Design udp_header_rx, sky130hd; sources not shown.
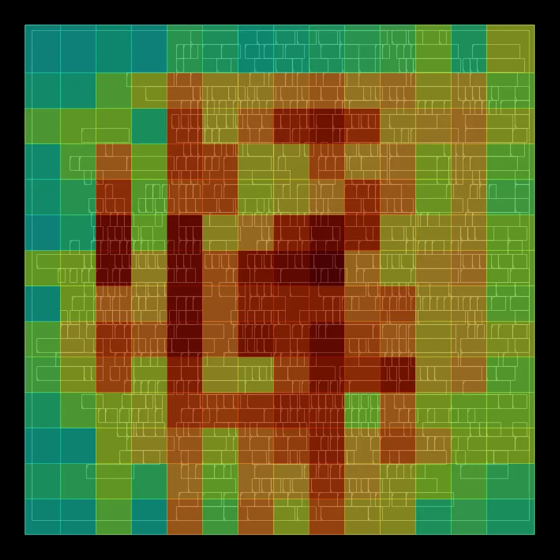
(track usage over the die)
routed length per placed instance: 15.4 um
global-route track usage on met2: 0.487
GR Util met1: 0.342
total global-route track usage: 0.285

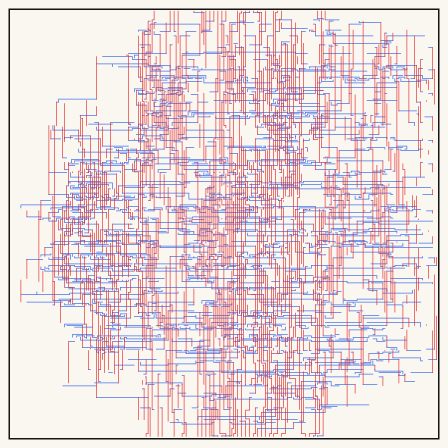
(routed metal, one color a layer)
Only two layers are drawn.
| layer | color | wire length |
|---|---|---|
| metal 2 | red | 6,520 um |
| metal 1 | blue | 5,260 um |
vias post-DR: 4,669
Total Routed Length: 13,300 um

==> summary.txt <==
The layout was made with Yosys and OpenROAD.

The depth of the most critical reg-to-reg path is 8. The number of nets still failing antenna checks after routing is 0. The pin closest to its max-slew limit shows a slew of 733 ps. The headroom to the max-slew limit is 0.511.

The critical path is of the in2reg type. In the final layout, the multi-input gates occupy around 2400 um2. The number of hold buffers added after cts is 0. The site row count is 35. The wire length of the first global-routing pass is 21,700 um.

Post-CTS repair changed the size of 0 cells. The worst min-delay path category is reg2reg. For this run, the script counts the antenna cells in the layout as 0.

The chip occupies between 9000 and 10,000 um2. In this run the cell area of the synthesized design comes to 4990 um2. TritonCTS created 9 clock buffers.

The clock root buffer is sky130_fd_sc_hd__clkbuf_8. The data arrival time of the worst path is roughly 2800 ps. The final weighted congestion of routability-driven global placement is roughly 0.9. The placeable core region is roughly 9200 um2. In the layout the commonest cells are sky130_fd_sc_hd__nand2_1, sky130_fd_sc_hd__dfrtp_1, sky130_fd_sc_hd__nor2_1. The highest attainable clock frequency is between 0.3 and 0.4 GHz. In the final timing run, aggregate negative setup slack is 0 ps.

In this design, the critical path's most frequently occurring cell is sky130_fd_sc_hd__nand2_1. The final setup violation count is 0. Entering global routing, the biggest net connects just under 50 pins.

Counting flops and latches in the post-synthesis netlist gives about 88. Counting every instance in the synthesized netlist gives between 600 and 700. The setup check on the worst reg-to-reg path leaves a slack of roughly 1100 ps.

The synthesized netlist was found by Yosys to have about 670 cells. The total nets after synthesis is approximately 720. The critical path goes through clkdlybuf4s50_1 > nand2_1 > nor3_2 > nand3_2 > a21boi_4 > nand3_4 > nand2_1 > nand2_1. Together, buffers and inverters on the worst path number 1.

The number of clock sinks came to between 80 and 90. In this design, the largest share of critical-path delay is due to simple AND/OR/NAND/NOR gates. Setup repair after global routing left no endpoint under its margin. According to the floorplan report, the die width is slightly below 100 um.

Subtracting the final worst setup slack from the clock period gives between 2000 and 3000 ps. Per the layout report, the design carries roughly 760 filler cells. The number of warnings reported in the stage logs is 27. The layout summary lists the proportion of cells stronger than drive strength 1 as 0.165. The average instance area after synthesis is between 7 and 8 um2. The final total power is 5.79 mW. The final hold slack is about 430 ps. The count of unique library cells instantiated by Yosys is 35. The initial antenna violation count is 0. The run finished with clean final reports. The cell with the largest stage delay on the worst path is sky130_fd_sc_hd__clkdlybuf4s50_1.

The power report puts the leakage power at 3.12 nW. The worst setup path is launched from an input port. The area of the synthesized netlist per yosys stat is roughly 5000 um2.

sky130_fd_sc_hd__dfrtp_1 takes more of the synthesized area than any other cell. The worst path required time is ~3500 ps. The placed instances occupy a cell area of roughly 5800 um2. After the first detailed-routing iteration, the DRC count stood at a little under 300.

The DRC violation total left in the routed layout is recorded as 0. By area the synthesized netlist is led by sky130_fd_sc_hd__dfrtp_1, sky130_fd_sc_hd__nand2_1, sky130_fd_sc_hd__nor2_1. The largest stage delay on the critical path is roughly 740 ps.

The final worst slack is 686 ps. Detailed placement finished with a half-perimeter wire length of 9830 um. Dividing total power by cell area gives a power density of ~970 nW/um2. For reference, the final report shows the hold violation count at 0. The share of the clock period used by the worst path is 0.792. Max-slew check failures listed in the final report amount to 0. The top-area cell type share of the netlist area is 0.442. In this run the post-CTS setup repair buffer count came out at 0. The longest clock path from root to sink contains 2 buffers. The post-route cell area is between 5000 and 6000 um2. The worst-path maximum fanout is 16. For this design the top-level I/O count stands at 91.

Hold analysis shows the worst path with a depth of 2. The first detailed-routing pass took 5 iterations. The clock latency reported for the late side of the worst-skew pair is about 370 ps. The remaining global-route overflow is 0. The number of vias per cell is roughly 5.4.
==> layer usage <==
metal	part of all wire	vias up	global-route usage
met3	0.067	63	0.0511
met1	0.40	2126	0.342
met4	0.047	0	0.157
met2	0.49	221	0.487
met5	0	-	0
li1	-	2259	-
==> where the power goes <==
group,switching [mW],internal (mW)
combinational,2.47,0.808
clock,0.428,0.284
sequential,0.400,1.40
total,3.30,2.50
==> kinds of logic after synthesis <==
| logic type | share of synthesized area |
|---|---|
| AOI/OAI and AO/OA | 0.0683 |
| xor gates and xnor gates | 0.0457 |
| adders and majority gates | 0.00753 |
| buffers and inverters | 0.0750 |
| DFF | 0.442 |
| and+or+nand+nor | 0.362 |
==> layout make-up <==
class                      count  share of cell area
multi-input combinational    499               0.404
sequential                    88               0.369
clock inverter                 6             0.00859
tap                          111              0.0233
inverter                      55              0.0348
clock buffer                  10              0.0214
timing repair buffer          95               0.140
==> through the flow <==
step                      std cells  utilization
after floorplan                 669            -
after global placement          848        0.630
after detailed placement        848        0.630
after CTS                       864        0.649
after global routing            864        0.649
final                           864        0.649
==> cell usage after synthesis (all sizes together) <==
master / count
nor2: 68
a31oi: 1
buf: 17
dfrtp: 88
nand2: 268
o211ai: 1
ha: 3
nand4: 15
o21ai: 54
nor3: 5
xor2: 20
a21oi: 3
inv: 55
or2: 5
nand3: 48
a21o: 1
a21boi: 1
clkbuf: 10
xnor2: 6
==> worst min-delay path, cell delays in order (launching register included) <==
cell	delay, ps
sky130_fd_sc_hd__dfrtp_1	350
sky130_fd_sc_hd__nand2_1	60
sky130_fd_sc_hd__nand2_1	50
No activity file was given, so power comes from the tool's default toggle rates.
